Fig. 1: routed clock nets over the placement
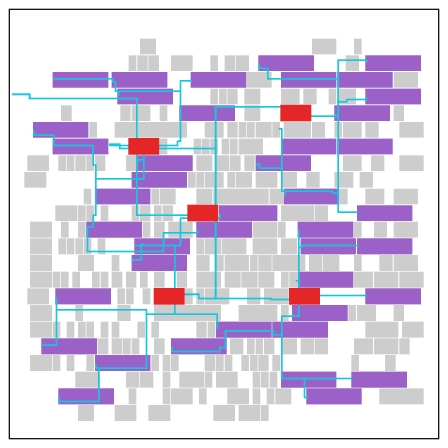
Fig. 2: gate families picked out
Bar = 20 um.
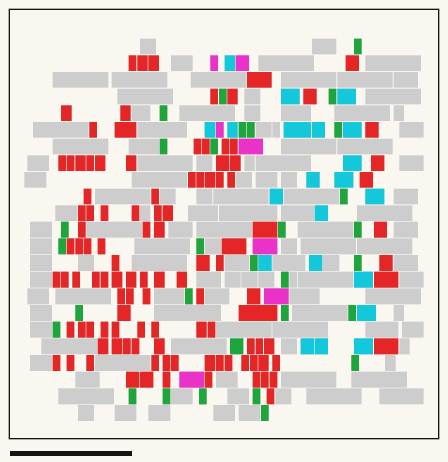
Fig. 3: signal metal coverage by tile
The die is cut into 14 by 14 equal tiles; black is low, pale yellow is high, scaled to the fullest tile. Values are wire area over tile area, all layers added.
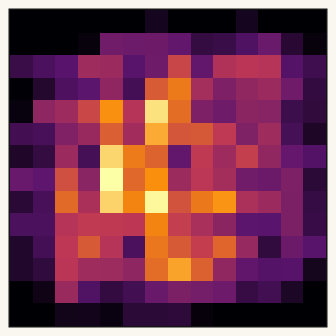
### src/rtl/bit_serial_sub_ctrl.sv
// Bit-serial subtractor sequencer: diff = a - b - bin, one bit per clock, LSB first.
// Define BSUB_FLAGS_EN to add the registered zero/neg/ovf result flags.
module bit_serial_sub_ctrl #(
  parameter int WIDTH = 8,
  parameter int CNT_W = 5
) (
  input  logic             clk,
  input  logic             rst_n,
  input  logic             start,
  input  logic             abort,
  input  logic [WIDTH-1:0] a,
  input  logic [WIDTH-1:0] b,
  input  logic             bin,
  output logic             busy,
  output logic             done,
  output logic [WIDTH-1:0] diff,
`ifdef BSUB_FLAGS_EN
  output logic             bout,
  output logic             zero,
  output logic             neg,
  output logic             ovf
`else
  output logic             bout
`endif
);

  typedef enum logic [1:0] {
    IDLE = 2'd0,
    RUN  = 2'd1,
    DONE = 2'd2
  } state_t;

  state_t           state_r;
  state_t           next_state_s;
  logic [WIDTH-1:0] a_sh_r;
  logic [WIDTH-1:0] b_sh_r;
  logic [WIDTH-1:0] diff_sh_r;
  logic [WIDTH-1:0] diff_r;
  logic [WIDTH-1:0] diff_next_s;
  logic [CNT_W-1:0] cnt_r;
  logic             borrow_r;
  logic             bout_r;
  logic             busy_r;
  logic             done_r;
  logic             busy_next_s;
  logic             done_next_s;
  logic             accept_s;
  logic             step_s;
  logic             last_bit_s;
  logic             enter_done_s;
  logic             cell_d_s;
  logic             cell_bout_s;

  // Single full-subtractor cell, returns {borrow_out, difference}.
  function automatic logic [1:0] full_sub(input logic x, input logic y, input logic bi);
    full_sub = {((~x) & y) | ((~(x ^ y)) & bi), x ^ y ^ bi};
  endfunction

  assign {cell_bout_s, cell_d_s} = full_sub(a_sh_r[0], b_sh_r[0], borrow_r);
  assign accept_s     = start && (state_r != RUN);
  assign step_s       = (state_r == RUN) && !abort;
  assign last_bit_s   = (cnt_r == CNT_W'(WIDTH - 1));
  assign enter_done_s = step_s && last_bit_s;
  assign diff_next_s  = {cell_d_s, diff_sh_r[WIDTH-1:1]};

  // State register.
  always_ff @(posedge clk or negedge rst_n) begin
    if (!rst_n) begin
      state_r <= IDLE;
    end else begin
      state_r <= next_state_s;
    end
  end

  // Next-state logic; abort takes priority over completion in RUN.
  always_comb begin
    next_state_s = state_r;
    case (state_r)
      IDLE: begin
        if (start) next_state_s = RUN;
        else       next_state_s = IDLE;
      end
      RUN: begin
        if (abort)           next_state_s = IDLE;
        else if (last_bit_s) next_state_s = DONE;
        else                 next_state_s = RUN;
      end
      DONE: begin
        if (start) next_state_s = RUN;
        else       next_state_s = IDLE;
      end
      default: next_state_s = IDLE;
    endcase
  end

  // Output decode, registered below so busy/done come straight from flops.
  always_comb begin
    busy_next_s = (next_state_s == RUN);
    done_next_s = enter_done_s;
  end

  // Handshake output registers.
  always_ff @(posedge clk or negedge rst_n) begin
    if (!rst_n) begin
      busy_r <= 1'b0;
      done_r <= 1'b0;
    end else begin
      busy_r <= busy_next_s;
      done_r <= done_next_s;
    end
  end

  // Operand shift registers, running borrow and bit counter.
  always_ff @(posedge clk or negedge rst_n) begin
    if (!rst_n) begin
      a_sh_r    <= '0;
      b_sh_r    <= '0;
      diff_sh_r <= '0;
      borrow_r  <= 1'b0;
      cnt_r     <= '0;
    end else if (accept_s) begin
      a_sh_r    <= a;
      b_sh_r    <= b;
      diff_sh_r <= '0;
      borrow_r  <= bin;
      cnt_r     <= '0;
    end else if (step_s) begin
      a_sh_r    <= {1'b0, a_sh_r[WIDTH-1:1]};
      b_sh_r    <= {1'b0, b_sh_r[WIDTH-1:1]};
      diff_sh_r <= diff_next_s;
      borrow_r  <= cell_bout_s;
      cnt_r     <= cnt_r + CNT_W'(1);
    end else begin
      a_sh_r    <= a_sh_r;
      b_sh_r    <= b_sh_r;
      diff_sh_r <= diff_sh_r;
      borrow_r  <= borrow_r;
      cnt_r     <= cnt_r;
    end
  end

  // Result registers: updated only when the last bit completes.
  always_ff @(posedge clk or negedge rst_n) begin
    if (!rst_n) begin
      diff_r <= '0;
      bout_r <= 1'b0;
    end else if (enter_done_s) begin
      diff_r <= diff_next_s;
      bout_r <= cell_bout_s;
    end else begin
      diff_r <= diff_r;
      bout_r <= bout_r;
    end
  end

  assign busy = busy_r;
  assign done = done_r;
  assign diff = diff_r;
  assign bout = bout_r;

`ifdef BSUB_FLAGS_EN
  logic a_msb_r;
  logic b_msb_r;
  logic zero_r;
  logic neg_r;
  logic ovf_r;

  // Operand sign capture and flag registers, held like diff.
  always_ff @(posedge clk or negedge rst_n) begin
    if (!rst_n) begin
      a_msb_r <= 1'b0;
      b_msb_r <= 1'b0;
      zero_r  <= 1'b0;
      neg_r   <= 1'b0;
      ovf_r   <= 1'b0;
    end else begin
      if (accept_s) begin
        a_msb_r <= a[WIDTH-1];
        b_msb_r <= b[WIDTH-1];
      end else begin
        a_msb_r <= a_msb_r;
        b_msb_r <= b_msb_r;
      end
      if (enter_done_s) begin
        zero_r <= (diff_next_s == '0);
        neg_r  <= diff_next_s[WIDTH-1];
        ovf_r  <= (a_msb_r != b_msb_r) && (diff_next_s[WIDTH-1] != a_msb_r);
      end else begin
        zero_r <= zero_r;
        neg_r  <= neg_r;
        ovf_r  <= ovf_r;
      end
    end
  end

  assign zero = zero_r;
  assign neg  = neg_r;
  assign ovf  = ovf_r;
`endif

endmodule
### config.mk
export PLATFORM = sky130hd
export DESIGN_NAME = bit_serial_sub_ctrl
export DESIGN_NICKNAME = d
export VERILOG_FILES = /design/src/rtl/bit_serial_sub_ctrl.sv
export SDC_FILE = /design/constraint.sdc
export NUM_CORES = 1
export LEC_CHECK = 0
export ABC_AREA = 1
export ABC_CLOCK_PERIOD_IN_PS = 1200
export CORE_MARGIN = 2
export CORE_UTILIZATION = 45
export CTS_CLUSTER_DIAMETER = 40
export CTS_CLUSTER_SIZE = 14
export DETAILED_ROUTE_END_ITERATION = 10
export GPL_TIMING_DRIVEN = 0
export PLACE_DENSITY = 0.72
export SLEW_MARGIN = 20
export SYNTH_ARGS = -nofsm -noshare
export SYNTH_HDL_FRONTEND = slang
export SYNTH_SLANG_ARGS = --single-unit
### constraint.sdc
create_clock -name clk -period 1.2 [get_ports clk]
set_input_delay 0.12 -clock clk [delete_from_list [all_inputs] [get_ports clk]]
set_output_delay 0.12 -clock clk [all_outputs]
set_load 0.05 [all_outputs]
==> impl_metrics.tcl <==
# flow metrics
set metrics [dict create \
    seq_power_share_pct 45.0 \
    area_leaders "dfrtp_1, nand2_1, nand3_1" \
    rows 23 \
    ys_types 22 \
    die_height_um 69.88 \
    drtIter0Drc 146 \
    multiInputCombCellCount 143 \
    ys_warn_count 0 \
    taps 50 \
    nNonClkBuffers 62 \
    path_depth 7 \
    wire_per_inst_um 13.13 \
    holdWs_ps 298.3 \
    nonClkBufAreaFrac_pct 21.34 \
    cts_hold_buf 1 \
    seq_area_um2 1052 \
    sh_seq_area_pct 38.44 \
    switchingPower_uw 1236 \
    power_leader "sequential cells" \
    dpl.hpwl_mm 2.672 \
    top_cell_area_share_pct 53.81 \
    grt_pass1_wl_mm 7.555 \
    start_kind "flip-flop" \
    p_total_uw 4012 \
    drt_wl_total_mm 4.398 \
    worstMarginPinSlew_ps 417.5 \
    post_cts_buffers 13 \
    detailedPlace.worstSlack_ps -416.9 \
    hold_violations 0 \
    nNonClkInverters 30 \
    cts_root_buf "clkbuf_8" \
    startpoint "state_r[1]$_DFF_PN0_" \
    clock_latency_ps 300 \
    grt_max_degree 27 \
    portBuffers 31 \
    reg2reg_slack_ps -40 \
    antenna_found_initial 0 \
    critPathTopFamily "simple AND/OR/NAND/NOR gates" \
    clock_power_uw 1100 \
    cp.required_ps 1390 \
    syn_area_um2 1953 \
    clockBufferCount 7 \
    areaGrowthSynthToFinish_pct 40.17 \
    cts_resized 52 \
    cts_tree "done" \
    p_comb_uw 1100 \
    numCtsBuffers 5 \
    endpoint "bout$_DFFE_PN0P_" \
    sh_comb_area_pct 29.84 \
    edf_count 0 \
    reg2reg_depth 7 \
    ys_cells 222 \
    cts-htree-levels 2 \
    pwr-share-clk_pct 27.5 \
    grt-ovfl-total 0 \
    synth_flops 42 \
    mi_logic_area_um2 817.0 \
    rsz0062_at_grt "yes" \
    tool_warnings 29 \
    vias_per_cell 4.845 \
    route.detailed.drc 0 \
    initCoreUtil_pct 47.80 \
    clkCellAreaFrac_pct 3.885 \
    fin_crit_sh_pct 103.1 \
    slowest_delay_ps 410 \
    critPathBufInv 2 \
    critical_path_class "flip-flop to flip-flop" \
    netSwitchingFraction_pct 30.80 \
    p_int_uw 2777 \
    largest_cell_class "sequential cells" \
    slew_viol_final 0 \
    p_comb_share_pct 27.5 \
    failed_checks "negative setup slack" \
    synthTopCellsByCount "nand2_1, dfrtp_1, inv_1" \
    setup_viol 12 \
    max_slew_margin_pct 72.17 \
    antenna_left 0 \
    status "complete, but fails checks" \
    path_common_cell "nand2_2" \
    synth_seq_share_pct 53.81 \
    diodes 0 \
    leakage_uw 0.001399 \
    finish.utilization_pct 66.99 \
    fmax_mhz 808.7 \
    ys.flop_type "dfrtp_1" \
    maxCapViolCount 0 \
    grt_pass1_vias 1614 \
    fill_cells 344 \
    worst_slack_ps -36.63 \
    endpoint_kind "flip-flop" \
    die-area_um2 4883 \
    final_nets 307 \
    tns_ps -341.3 \
    path_cells "inv_2 > nand2_2 > nor2_4 > nand2_4 > buf_8 > nand2_2 > o21ai_2" \
    p_seq_uw 1810 \
    fp_nets 245 \
    crit_arrival_ps 1430 \
    ff_count 42 \
    synthArstFlopShare_pct 100.0 \
    avgSynthCellArea_um2 8.798 \
    place_congestion 0.7824 \
    layout-drive-gt1-share_pct 32.28 \
    clockBufferDepth 2 \
    io_pins 32 \
    die_w_um 69.88 \
    synth_area_leader_cell "dfrtp_1" \
    r2r-end "bout$_DFFE_PN0P_" \
    post-synth-top-count-cell "nand2_1" \
    slowest_stage "dfrtp_1" \
    cts.clk_slew.worst_paths_ps 80 \
    vdd_drop_max_uv 947.5 \
    skew_ps 5.877 \
    core_um2 4086 \
    reg2reg_from "state_r[1]$_DFF_PN0_" \
    worstPathMaxFanout 5 \
    syn_inst 222 \
    period_minus_slack_ps 1237 \
    ys_area_um2 1953 \
    powerDensity_nw_per_um2 1466 \
    clock-sinks 42 \
    hold_class "input pin to async pin" \
    first_pass_iters 4 \
]
## Picture notes: Fig. 1
clock wires: shown in cyan, length 522 um. flip-flops: shown in purple, count 42. clock-net drivers: shown in red, count 5.
There are 6 routed clock nets. Position of the flops: widely spread.

## Picture notes: Fig. 2
aoi and oai cells: shown in cyan, cells 21, most used o21ai_2. nor cells: shown in magenta, cells 7, most used nor2_4. nand cells: shown in red, cells 111, most used nand2_1. inv cells: shown in green, cells 30, most used inv_1, where widely spread.
Post-Layout Cell Count: 335
dominant logic cell type in the layout: nand2_1

## Picture notes: Fig. 3
20% of the tiles are over half the peak. 14% of the tiles are nearly empty. The fullest tile reaches 0.45. The densest ninth of the die: center. The mean over all tiles is 0.14.
GRT Util Overall: 19.46%
detailed-route via count: 1623

[per-layer routing]
layer	wire length (um)	vias up	GRT usage [%]
li1	-	818	-
met1	1955	763	25.77
met2	2221	36	32.28
met3	170	6	4.762
met4	50	0	4.701
met5	0	-	0
[logic make-up (layout without fill, tap and decap cells)]
logic type | after synthesis | after routing | synth area share [%]
buf+inv | 37 | 100 | 9.417
fa+ha+maj | 2 | 2 | 1.666
mux | 1 | 1 | 0.5125
simple gates | 119 | 119 | 26.91
compound gates | 21 | 21 | 7.687
flops | 42 | 42 | 53.81
[worst min-delay path by stage]
stage	startpoint	to	slack [ps]
after floorplan	rst_n	a_sh_r[0]$_DFFE_PN0P_	-180
after global placement	a_sh_r[7]$_DFFE_PN0P_	a_sh_r[7]$_DFFE_PN0P_	450
after detailed placement	rst_n	diff_sh_r[2]$_DFFE_PN0P_	70
after CTS	rst_n	a_sh_r[6]$_DFFE_PN0P_	300
after global routing	rst_n	diff[0]$_DFFE_PN0P_	330
final	rst_n	a_sh_r[6]$_DFFE_PN0P_	300
[placed cells by master (no fill, tap or decap), drive strengths merged]
cell / Yosys / final
clkdlybuf4s50: 0 / 19
buf: 6 / 34
dfrtp: 42 / 42
or2: 1 / 1
fa: 1 / 1
ha: 1 / 1
nand2: 85 / 85
dlygate4sd3: 0 / 1
o22ai: 9 / 9
a21oi: 2 / 2
nor2: 7 / 7
nand3: 25 / 25
clkbuf: 1 / 7
nand4: 1 / 1
bufinv: 0 / 1
clkdlybuf4s15: 0 / 8
o21ai: 10 / 10
mux2i: 1 / 1
inv: 30 / 30
[per-stage QoR]
stage          std cells  instance area [um^2]
6_report             335                  2738
4_1_cts              328                  2663
2_1_floorplan        222                  1971
5_1_grt              335                  2738
3_5_place_dp         304                  2359
3_3_place_gp         303                  2344
Power figures rest on the tool's default switching activity, not on a simulated workload.
